File: src/rtl/imm_encode_unit.sv
// Immediate encoder: packs a signed immediate into the I/S/J/B fields of a base
// instruction word, flags unrepresentable values, and queues results in a 2-entry FIFO.
module imm_encode_unit (
    input  logic        clk,
    input  logic        reset,
    input  logic        in_val,
    output logic        in_rdy,
    input  logic [31:0] in_base,
    input  logic [31:0] in_imm,
    input  logic [1:0]  in_imm_type,
    output logic        out_val,
    input  logic        out_rdy,
    output logic [31:0] out_inst,
    output logic        out_err,
    output logic [7:0]  err_count
);

    typedef enum logic [1:0] {
        IMM_I = 2'd0,
        IMM_S = 2'd1,
        IMM_J = 2'd2,
        IMM_B = 2'd3
    } imm_type_t;

    imm_type_t   imm_type;
    logic [31:0] keep_mask;
    logic [31:0] ins_bits;
    logic        range_ok;
    logic        enc_err;
    logic [31:0] enc_inst;

    logic [31:0] mem_inst [2];
    logic        mem_err  [2];
    logic        wr_ptr;
    logic        rd_ptr;
    logic [1:0]  count;
    logic        enq;
    logic        deq;

    assign imm_type = imm_type_t'(in_imm_type);

    always_comb begin
        keep_mask = '1;
        ins_bits  = '0;
        range_ok  = 1'b1;
        case (imm_type)
            IMM_I: begin
                keep_mask = 32'h000F_FFFF;
                ins_bits  = {in_imm[11:0], 20'b0};
                range_ok  = (&in_imm[31:11]) || !(|in_imm[31:11]);
            end
            IMM_S: begin
                keep_mask = 32'h01FF_F07F;
                ins_bits  = {in_imm[11:5], 13'b0, in_imm[4:0], 7'b0};
                range_ok  = (&in_imm[31:11]) || !(|in_imm[31:11]);
            end
            IMM_J: begin
                keep_mask = 32'h0000_0FFF;
                ins_bits  = {in_imm[20], in_imm[10:1], in_imm[11], in_imm[19:12], 12'b0};
                range_ok  = ((&in_imm[31:20]) || !(|in_imm[31:20])) && !in_imm[0];
            end
            IMM_B: begin
                keep_mask = 32'h01FF_F07F;
                ins_bits  = {in_imm[12], in_imm[10:5], 13'b0, in_imm[4:1], in_imm[11], 7'b0};
                range_ok  = ((&in_imm[31:12]) || !(|in_imm[31:12])) && !in_imm[0];
            end
            default: begin
                keep_mask = '1;
                ins_bits  = '0;
                range_ok  = 1'b1;
            end
        endcase
        enc_err  = !range_ok;
        // An errored request still clears the immediate fields, it just inserts nothing.
        enc_inst = enc_err ? (in_base & keep_mask) : ((in_base & keep_mask) | ins_bits);
    end

    assign in_rdy   = (count != 2'd2);
    assign out_val  = (count != 2'd0);
    assign enq      = in_val && in_rdy;
    assign deq      = out_val && out_rdy;
    assign out_inst = mem_inst[rd_ptr];
    assign out_err  = mem_err[rd_ptr];

    always_ff @(posedge clk or posedge reset) begin
        if (reset) begin
            mem_inst[0] <= '0;
            mem_inst[1] <= '0;
            mem_err[0]  <= 1'b0;
            mem_err[1]  <= 1'b0;
            wr_ptr      <= 1'b0;
            rd_ptr      <= 1'b0;
            count       <= '0;
            err_count   <= '0;
        end else begin
            if (enq) begin
                mem_inst[wr_ptr] <= enc_inst;
                mem_err[wr_ptr]  <= enc_err;
                wr_ptr           <= ~wr_ptr;
                if (enc_err && (err_count != 8'hFF))
                    err_count <= err_count + 8'd1;
            end
            if (deq)
                rd_ptr <= ~rd_ptr;
            if (enq && !deq)
                count <= count + 2'd1;
            else if (deq && !enq)
                count <= count - 2'd1;
        end
    end

endmodule

File: config.mk
export PLATFORM = sky130hd
export DESIGN_NAME = imm_encode_unit
export DESIGN_NICKNAME = d
export VERILOG_FILES = /design/src/rtl/imm_encode_unit.sv
export SDC_FILE = /design/constraint.sdc
export NUM_CORES = 1
export LEC_CHECK = 0
export CAP_MARGIN = 0
export CORE_AREA = 2 2 102 104
export CTS_CLUSTER_DIAMETER = 120
export DETAILED_ROUTE_END_ITERATION = 8
export DIE_AREA = 0 0 104 106
export GPL_ROUTABILITY_DRIVEN = 0
export PLACE_DENSITY_LB_ADDON = 0.05
export SLEW_MARGIN = 20
export SYNTH_ARGS = -nofsm -noshare
export SYNTH_HDL_FRONTEND = slang
export SYNTH_SLANG_ARGS = --single-unit
File: constraint.sdc
create_clock -name clk -period 4.2 [get_ports clk]
set_input_delay 0.84 -clock clk [delete_from_list [all_inputs] [get_ports clk]]
set_output_delay 0.84 -clock clk [all_outputs]
set_load 0.01 [all_outputs]
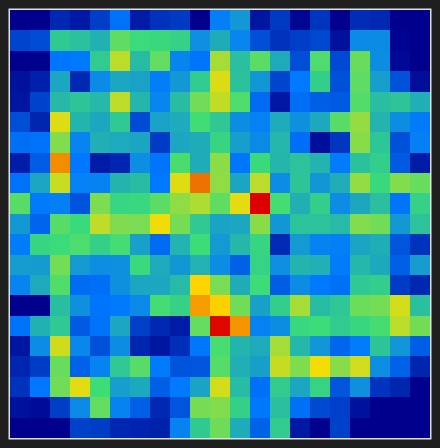
**Above:** routed metal per tile.
21 x 21 tiles, from dark blue (low) to red (high), scaled to the fullest tile. Values are wire area over tile area, all layers added.
mean over tiles: 0.13
fullest tile: 0.40
nearly empty tiles: 6.1%
densest ninth of the die: center
drt wl/cell: 15.4 um
GR Util All Layers: 0.182
DR vias: 3080

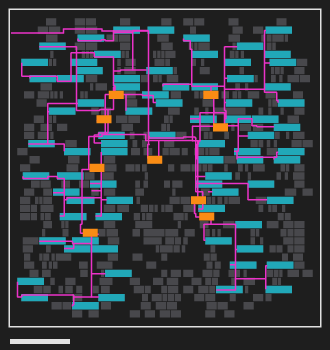
**Above:** clock network drawn from the DEF.
The bar under the picture is 20 um long.
[cyan] flip-flops | count: 78
[orange] clock drivers | count: 9
[magenta] clock wires | length: 1010 um
flops lie: widely spread
Clock Latency Late Sink: 0.35 ns
Clock power frac: 0.165
clk pwr: 0.567 mW
Max Clock Skew: 0.0105 ns

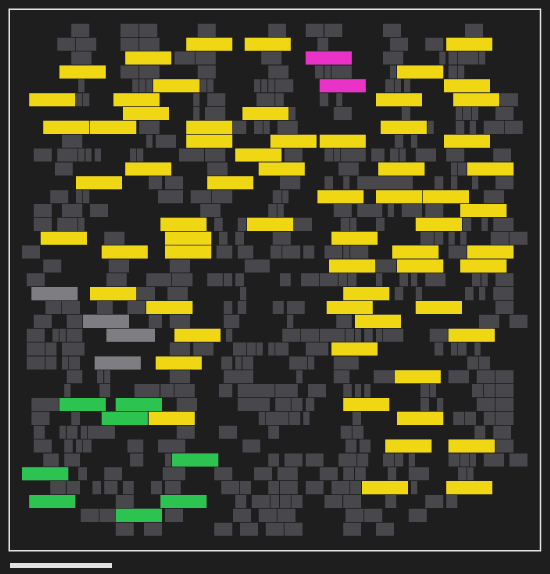
**Above:** register map, names as in the netlist.
The bar under the picture is 20 um long. Other sequential cells in the stronger gray, the rest of the logic in the fainter gray.
[yellow] `mem_inst` | sequential cells: 64
[green] `err_count` | sequential cells: 8 | where: lower left
[magenta] `mem_err` | sequential cells: 2
not colored: 4
register area: 0.00195 sq mm
Flop+latch power: 1.34 mW

==> impl_metrics.py <==
# Physical implementation metrics
metrics = {
    "die": {
        "die_w_um": 104,
    },
    "run_status": {
        "status": "finished clean",
    },
    "synth": {
        "synth.largest_area_cell": "dfrtp_1",
        "yosysCellCount": 377,
        "top_logic_kind": "multiplexers",
        "ys_sh_xor": 0.0201,
        "synthArstFlopShare": 1.00,
        "avgSynthCellArea_sq_um": 10.4,
        "synth_flops": 78,
        "yosysUniqueCellTypes": 42,
        "yosys_warnings": 0,
        "netlist.area_leader.share": 0.499,
    },
    "pwr": {
        "pwr-share-comb": 0.447,
        "p_int_mw": 2.28,
        "power-top-group": "combinational cells",
        "vdd.ir_drop.worst_uv": 373,
    },
    "timing": {
        "hold_slack_ns": 0.481,
        "slew_violations": 0,
        "max_freq_mhz": 326,
        "hold_violations": 0,
        "finalSetupViolations": 0,
    },
    "drt": {
        "ant_nets": 0,
    },
    "hold_path": {
        "hold_class": "reg2reg",
    },
    "critical_path": {
        "worstSetupStartpoint": "rd_ptr",
        "r2r-start": "count[0]",
        "r2r_slack_ns": 2.14,
        "cp_top_family": "flip-flops",
    },
    "final_layout": {
        "largest_register_ffs": 64,
        "comb_cells": 272,
        "layout.area.top_class": "flip-flops and latches",
    },
    "placed_design": {
        "port_buffers": 105,
        "preCtsSetupSlack_ns": 1.07,
    },
    "global_route": {
        "grt_max_degree": 63,
        "grt_pass1_wl_mm": 16.0,
        "antenna_found_initial": 0,
    },
    "job": {
        "drv_cap": 0,
    },
}
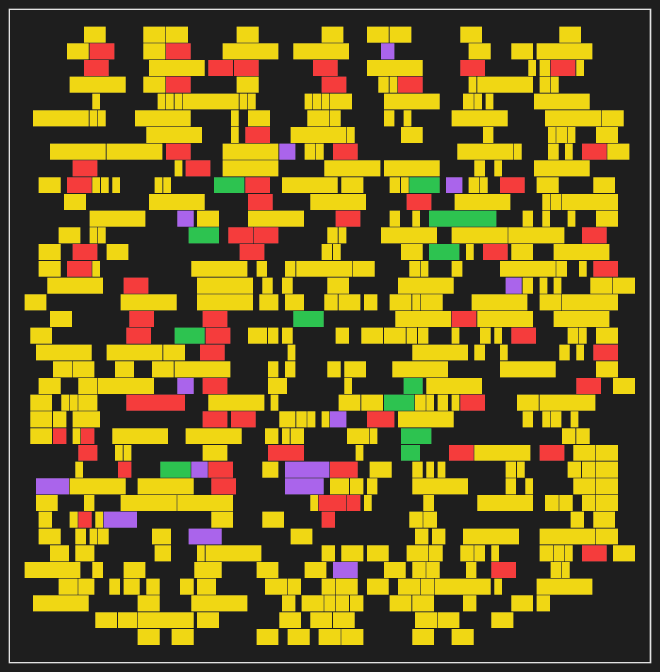
**Above:** sizing map.
[purple] _3 and _4 cells | cells: 14 | share: 2.9%
[green] _6 and larger | cells: 12 | share: 2.5%
[yellow] _0 and _1 cells | cells: 391 | share: 81%
[red] _2 cells | cells: 63 | share: 13%
count of non-CTS buffers in the layout: 109
fin worst setup slack: 1.13 ns
area grow syn2layout: 34.7%
Final Instance Area: 0.00527 sq mm

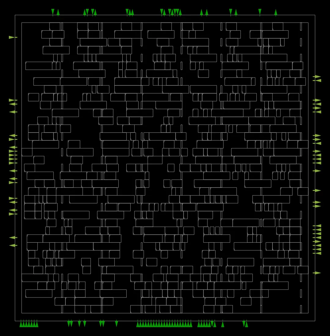
**Above:** cell outlines without signal wires.
FFs & Latches: 78
tap cells: 136
filler cell count: 951

Power and IR drop assume default switching activity.
